### Routing congestion

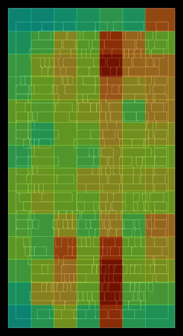
### Signal wires by layer

Drawn at 4 px/um.
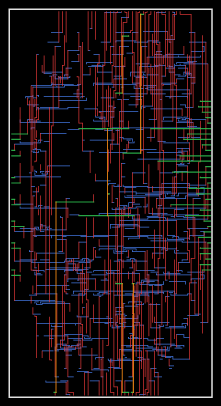
### Zoomed window

Region (28, 14) to (48, 34) um. Cells in gray, sequential cells in the stronger gray; small squares are vias.
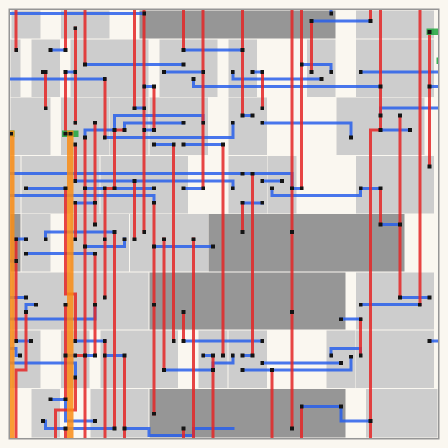
### Routed clock nets over the placement

Drawn at 4 px/um.
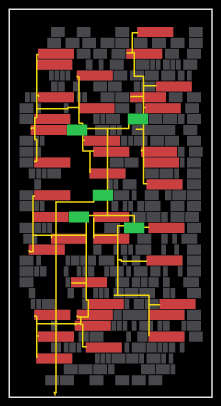
### Sequential cells grouped by signal name

Drawn at 6 px/um. Other sequential cells in the stronger gray, the rest of the logic in the fainter gray.
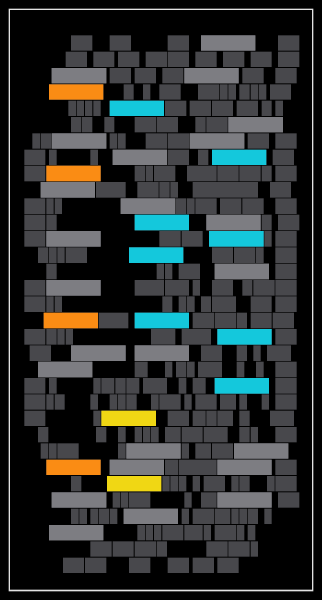
$ cat src/rtl/alu_sched_pkg.sv
// alu_sched_pkg: shared types and widths for the ALU scheduler.
//   state_e        : scheduler FSM states (idle, waiting on ALU, response held)
//   OP_W / DATA_W  : opcode and operand/result widths of the shared ALU
//   SREG_W         : width of the ALU status register
//   MAX_OP_DEFAULT : highest opcode the ALU implements
package alu_sched_pkg;

    localparam int OP_W           = 4;
    localparam int DATA_W         = 8;
    localparam int SREG_W         = 4;
    localparam int MAX_OP_DEFAULT = 8;

    typedef enum logic [1:0] {
        ST_IDLE = 2'd0,
        ST_WAIT = 2'd1,
        ST_RESP = 2'd2
    } state_e;

endpackage

$ cat src/rtl/rr_arbiter2.sv
// rr_arbiter2: two-way arbiter producing a one-hot grant.
//   clk, reset : clock and asynchronous active-high reset
//   req[1:0]   : request vector (bit N = requester N)
//   accept     : strobe, high when the current grant is taken this cycle
//   grant[1:0] : one-hot grant, all zero when no request
// Build option: ALU_SCHED_FIXED_PRIO_EN selects fixed priority (requester 0
// wins ties, no pointer); otherwise round-robin with a one-bit pointer that
// starts on requester 0 and moves to the other requester after every accept.
module rr_arbiter2 (
    input  logic       clk,
    input  logic       reset,
    input  logic [1:0] req,
    input  logic       accept,
    output logic [1:0] grant
);

`ifdef ALU_SCHED_FIXED_PRIO_EN

    // Clock, reset and accept only matter for the pointer, absent here.
    logic unused_inputs;
    assign unused_inputs = clk ^ reset ^ accept;

    always_comb begin
        // NOTE: default assignment first so every path drives grant; no latch is inferred.
        grant = 2'b00;
        if (req[0])      grant = 2'b01;
        else if (req[1]) grant = 2'b10;
    end

`else

    // ptr = 0: requester 0 preferred on a tie; ptr = 1: requester 1 preferred.
    logic ptr;

    always_comb begin
        // NOTE: default assignment first so every path drives grant; no latch is inferred.
        grant = 2'b00;
        if (req[0] && (!req[1] || !ptr)) grant = 2'b01;
        else if (req[1])                 grant = 2'b10;
    end

    always_ff @(posedge clk or posedge reset) begin
        if (reset) begin
            ptr <= 1'b0;
        end else if (accept) begin
            // NOTE: non-blocking assignment for sequential state avoids read/write races between flops.
            ptr <= grant[0];   // granted 0 -> prefer 1 next, and vice versa
        end
    end

`endif

endmodule

$ cat src/rtl/alu_scheduler.sv
// alu_scheduler: shares one clocked 8-bit ALU between two requesters.
// Accepts one operation at a time, drives the ALU input registers, waits
// ALU_LATENCY edges, captures result and status, and holds the response
// until it is consumed. Opcodes above MAX_OP are answered with an error
// response without touching the ALU.
// Ports:
//   clk, reset                   : clock, asynchronous active-high reset
//   reqN_valid/ready/op/a/b      : requester N handshake and operation (N = 0, 1)
//   resp_valid/ready             : response handshake
//   resp_id/result/sreg/err      : owning requester, ALU result, status, bad-opcode flag
//   alu_fsel/alu_a/alu_b         : registered ALU inputs
//   alu_out/alu_sreg             : ALU outputs
// Build option: ALU_SCHED_FIXED_PRIO_EN (see rr_arbiter2) makes requester 0
// win every tie instead of round-robin.
module alu_scheduler
    import alu_sched_pkg::*;
#(
    parameter int ALU_LATENCY = 1,
    parameter int MAX_OP      = MAX_OP_DEFAULT
) (
    input  logic              clk,
    input  logic              reset,
    input  logic              req0_valid,
    output logic              req0_ready,
    input  logic [OP_W-1:0]   req0_op,
    input  logic [DATA_W-1:0] req0_a,
    input  logic [DATA_W-1:0] req0_b,
    input  logic              req1_valid,
    output logic              req1_ready,
    input  logic [OP_W-1:0]   req1_op,
    input  logic [DATA_W-1:0] req1_a,
    input  logic [DATA_W-1:0] req1_b,
    output logic              resp_valid,
    input  logic              resp_ready,
    output logic              resp_id,
    output logic [DATA_W-1:0] resp_result,
    output logic [SREG_W-1:0] resp_sreg,
    output logic              resp_err,
    output logic [OP_W-1:0]   alu_fsel,
    output logic [DATA_W-1:0] alu_a,
    output logic [DATA_W-1:0] alu_b,
    input  logic [DATA_W-1:0] alu_out,
    input  logic [SREG_W-1:0] alu_sreg
);

    localparam int              CNT_W    = $clog2(ALU_LATENCY + 1);
    localparam logic [OP_W-1:0] MAX_OP_V = OP_W'(MAX_OP);

    state_e             state;
    logic [CNT_W-1:0]   cnt;
    logic [1:0]         req;
    logic [1:0]         grant;
    logic               accept;
    logic               sel;
    logic [OP_W-1:0]    sel_op;
    logic [DATA_W-1:0]  sel_a;
    logic [DATA_W-1:0]  sel_b;

    // Requests are only visible to the arbiter in IDLE, so grant (and hence
    // ready) is zero whenever an operation is in flight. Masking with reset
    // keeps ready low while reset is asserted.
    assign req    = {req1_valid, req0_valid} & {2{(state == ST_IDLE) && !reset}};
    assign accept = |grant;
    assign sel    = grant[1];

    assign req0_ready = grant[0];
    assign req1_ready = grant[1];
    assign resp_valid = (state == ST_RESP);

    assign sel_op = sel ? req1_op : req0_op;
    assign sel_a  = sel ? req1_a  : req0_a;
    assign sel_b  = sel ? req1_b  : req0_b;

    rr_arbiter2 u_arb (
        .clk    (clk),
        .reset  (reset),
        .req    (req),
        .accept (accept),
        .grant  (grant)
    );

    always_ff @(posedge clk or posedge reset) begin
        if (reset) begin
            state       <= ST_IDLE;
            cnt         <= '0;
            resp_id     <= 1'b0;
            resp_result <= '0;
            resp_sreg   <= '0;
            resp_err    <= 1'b0;
            alu_fsel    <= '0;
            alu_a       <= '0;
            alu_b       <= '0;
        end else begin
            case (state)
                ST_IDLE: begin
                    if (accept) begin
                        resp_id <= sel;
                        if (sel_op <= MAX_OP_V) begin
                            alu_fsel <= sel_op;
                            alu_a    <= sel_a;
                            alu_b    <= sel_b;
                            cnt      <= CNT_W'(ALU_LATENCY);
                            state    <= ST_WAIT;
                        end else begin
                            // Unsupported opcode: answer at once, ALU inputs keep old values.
                            resp_err    <= 1'b1;
                            resp_result <= '0;
                            resp_sreg   <= '0;
                            state       <= ST_RESP;
                        end
                    end
                end
                ST_WAIT: begin
                    cnt <= cnt - CNT_W'(1);
                    // cnt == 1 marks the edge at which alu_out reflects the issued inputs.
                    if (cnt == CNT_W'(1)) begin
                        resp_result <= alu_out;
                        resp_sreg   <= alu_sreg;
                        resp_err    <= 1'b0;
                        state       <= ST_RESP;
                    end
                end
                ST_RESP: begin
                    if (resp_ready) state <= ST_IDLE;
                end
                default: state <= ST_IDLE;
            endcase
        end
    end

endmodule

$ cat config.mk
export PLATFORM = sky130hd
export DESIGN_NAME = alu_scheduler
export DESIGN_NICKNAME = d
export VERILOG_FILES = /design/src/rtl/alu_sched_pkg.sv /design/src/rtl/rr_arbiter2.sv /design/src/rtl/alu_scheduler.sv
export SDC_FILE = /design/constraint.sdc
export NUM_CORES = 1
export LEC_CHECK = 0
export ABC_AREA = 1
export CORE_ASPECT_RATIO = 2
export CORE_MARGIN = 2
export CORE_UTILIZATION = 42
export CTS_CLUSTER_SIZE = 24
export DETAILED_ROUTE_END_ITERATION = 6
export PLACE_DENSITY = 0.85
export SETUP_SLACK_MARGIN = 0.3
export SYNTH_ARGS = -nofsm -noshare
export SYNTH_HDL_FRONTEND = slang
export SYNTH_SLANG_ARGS = --single-unit
$ cat constraint.sdc
create_clock -name clk -period 5.31 [get_ports clk]
set_input_delay 1.062 -clock clk [delete_from_list [all_inputs] [get_ports clk]]
set_output_delay 1.062 -clock clk [all_outputs]
set_load 0.01 [all_outputs]
==> results_dict.tcl <==
# implementation run metrics
set metrics [dict create \
    timing.critical_path.from_type "primary input" \
    tightest_slew_ns 0.907 \
    mappedNetlistNets 254 \
    cts-root-buf "sky130_fd_sc_hd__clkbuf_8" \
    die_height_um 96.6 \
    cts.htree.levels 2 \
    cap_viol_max_count 0 \
    worst-endpoint-arrival_ns 2.68 \
    critical-path-top-cell-by-count "sky130_fd_sc_hd__clkdlybuf4s50_1" \
    edf_count 0 \
    worst_setup_hold_path_clk_slew_ns 0.07 \
    buffer_ports.inserted 93 \
    cell_family_with_the_largest_share_of_critical_path_delay "buffers and inverters" \
    flop_cell "sky130_fd_sc_hd__dfrtp_1" \
    placed_wire_length_estimate_mm 3.69 \
    p_per_area_mw_per_mm2 484 \
    hold_violations 0 \
    cts-buffers-inserted 5 \
    routed_via_density 4.83 \
    layout.area.seq_um2 951 \
    dr.first_iter.drc_count 13 \
    cp.depth 5 \
    main_area_contributors_after_synthesis "sky130_fd_sc_hd__dfrtp_1 53%, sky130_fd_sc_hd__nand2_1 14%, sky130_fd_sc_hd__mux2i_1 6.7%" \
    clock-sinks 38 \
    cts_tree "built" \
    synth_seq_share_pct 52.8 \
    antenna_cells_inserted 0 \
    synth.cell_area_mm2 0.00180 \
    area_growth_syn_to_layout_pct 59.4 \
    yosys-top-cells-count "68 x sky130_fd_sc_hd__nand2_1, 38 x sky130_fd_sc_hd__dfrtp_1, 19 x sky130_fd_sc_hd__nand3_1" \
    critical-path-slowest-cell "sky130_fd_sc_hd__clkdlybuf4s50_1" \
    cts-root-to-sink-buffers 2 \
    max_stage_delay_ns 0.54 \
    final.min_clock_period_ns 3.75 \
    detail_route.wl_per_cell_um 13.8 \
    top_area_share_pct 52.8 \
    nets 348 \
    chip_area_mm2 0.00486 \
    timing_max_transition_violations_final 0 \
    drc 0 \
    postCtsHoldBufs 0 \
    run_status "completed" \
    slew-limit-headroom_pct 39.6 \
    yosysTopAreaCell "sky130_fd_sc_hd__dfrtp_1" \
    via_count_of_the_first_global_routing_pass 1692 \
    finalClockSkew_ns 0.00860 \
    postCtsResizedCells 0 \
    post-cts-setup-buffers 0 \
    detail-route-antenna-nets 0 \
    rsz0062_at_grt "no" \
    worst_hold_path.num_cells 2 \
    synthAoiAreaFrac_pct 6.74 \
    peakVddDrop_mv 0.339 \
    crit_path_end_kind "output port" \
    total_leakage_power_nw 1.33 \
    filler_cell_count 322 \
    grt_max_degree 39 \
    ys_sh_mux_pct 9.17 \
    yosysUniqueCellTypes 21 \
    fraction_of_the_cycle_the_final_worst_path_needs_pct 70.6 \
    synth-async-reset-ratio_pct 100 \
    cp_max_fo 6 \
    ys.flops 38 \
    syn_inst 197 \
    critical_path_buf_inv_count 3 \
    dr.pass1.iters 4 \
    critical_path_class "primary input to output port" \
    crit_chain "clkdlybuf4s50_1 -> a21oi_2 -> nand2_1 -> inv_1 -> clkdlybuf4s50_1" \
    synthTopLogicFamily "simple AND/OR/NAND/NOR gates" \
    comb_area_um2 754 \
    initial_utilization_pct 43.6 \
    ys_area_mm2 0.00180 \
    final_layout_size_suffix_gt1_share_pct 8.90 \
    num_io_pins 94 \
    timing.fmax_mhz 267 \
    synth.most_common_cell "sky130_fd_sc_hd__nand2_1" \
    synth.cellmix.xorXnorShare_pct 0 \
    placementRows 33 \
    final_design_area_no_fill_mm2 0.00287 \
    finalSetupViolations 0 \
]
## Picture notes: 'Routing congestion'
GR Layer Usage met1: 20.2%
GRT Overall Usage: 20.6%
layer with the highest usage after global routing: met2

## Picture notes: 'Signal wires by layer'
[blue] metal 1 | wire length: 1,660 um
[green] metal 3 | wire length: 193 um
[orange] metal 4 | wire length: 173 um
[red] metal 2 | wire length: 2,710 um
total wire length after detailed routing: 4.73 mm
DR vias: 1,663

## Picture notes: 'Zoomed window'
[red] metal 2
[orange] metal 4
[blue] metal 1
[green] metal 3
sequential cells in the window: 3
netlist names of flops here include: alu_fsel (3)
most frequent: clkdlybuf4s50_1 (9), nand2_1 (6)
cells with their middle in the window: 35

## Picture notes: 'Routed clock nets over the placement'
[red] flip-flops | count: 38
[yellow] clock wires | length: 405 um
[green] clock drivers | count: 5
routed clock nets: 6

## Picture notes: 'Sequential cells grouped by signal name'
[orange] resp_sreg | sequential cells: 4
[yellow] state | sequential cells: 2
[cyan] alu_a | sequential cells: 8

==> registers in the layout (all words and copies together) (netlist names) <==
signal and cells:
resp_err 1, alu_b 8, state 2, resp_result 8, resp_id 1, u_arb.ptr 1
cnt 1, alu_fsel 4, resp_sreg 4, alu_a 8
==> worst register-to-register path: stages (launching register included) <==
cell	delay [ns]
sky130_fd_sc_hd__dfrtp_1	0.42
sky130_fd_sc_hd__nor2_4	0.19
sky130_fd_sc_hd__nand3_4	0.15
sky130_fd_sc_hd__nor2_4	0.15
sky130_fd_sc_hd__buf_4	0.32
sky130_fd_sc_hd__nand2_1	0.09
sky130_fd_sc_hd__nand2_1	0.12
sky130_fd_sc_hd__nand3_2	0.11
sky130_fd_sc_hd__nand2_4	0.12
sky130_fd_sc_hd__nand2_4	0.23
sky130_fd_sc_hd__nand2_1	0.15
sky130_fd_sc_hd__o21ai_1	0.07
==> final timing paths <==
path / from / end / slack [ns]
max: req1_valid / req0_ready / 1.56
max reg2reg: state[0] / alu_a[2] / 3.06
min reg2reg: resp_result[4] / resp_result[4] / 0.47
min: resp_result[4] / resp_result[4] / 0.47
min in group asynchronous: reset / alu_fsel[2] / 1.34
max in group asynchronous: reset / alu_b[2] / 3.64
==> cells in the final DEF, fill, tap and decap left out, drive strengths merged <==
cell,Yosys,routed
clkdlybuf4s50,0,93
nand2,75,75
dfrtp,38,38
nand3,21,21
o21ai,16,16
inv,12,12
mux2i,12,12
clkbuf,1,6
mux2,4,4
nor2,4,4
o21bai,3,3
a21oi,3,3
buf,7,2
or2,1,1
clkinvlp,0,1
bufinv,0,1
==> layout make-up <==
| type | count | share of cell area [%] |
|---|---|---|
| Inverter | 12 | 1.57 |
| Sequential cell | 38 | 33.1 |
| Multi-Input combinational cell | 139 | 26.3 |
| Timing Repair Buffer | 95 | 32.9 |
| Tap cell | 52 | 2.27 |
| Clock buffer | 6 | 2.53 |
| Clock inverter | 2 | 1.31 |
==> power breakdown <==
group / internal, mW / total, mW / switching (mW)
combinational: 0.342 / 0.660 / 0.318
sequential: 0.421 / 0.495 / 0.0740
clock: 0.140 / 0.234 / 0.0944
==> per-stage QoR <==
stage | setup slack, ns | util [%] | hold WS (ns) | std cells | power (mW)
2_1_floorplan | 1.52 | - | 0.470 | 197 | 0.820
3_3_place_gp | 1.61 | 66.9 | 0.455 | 336 | 1.15
3_5_place_dp | 1.57 | 66.9 | 0.459 | 336 | 1.17
4_1_cts | 1.56 | 69.5 | 0.477 | 344 | 1.41
5_1_grt | 1.50 | 69.5 | 0.508 | 344 | 1.49
6_report | 1.56 | 69.5 | 0.473 | 344 | 1.39
==> metal layers <==
| layer | up-vias | wire length, um | GRT usage (%) | share of wire, % |
|---|---|---|---|---|
| met2 | 61 | 2710 | 39.1 | 57 |
| met3 | 13 | 192 | 3.70 | 4.1 |
| li1 | 827 | - | - | - |
| met4 | 0 | 172 | 9.56 | 3.6 |
| met1 | 762 | 1660 | 20.2 | 35 |
| met5 | - | 0 | 0 | 0 |
No activity file was given, so power comes from the tool's default toggle rates.
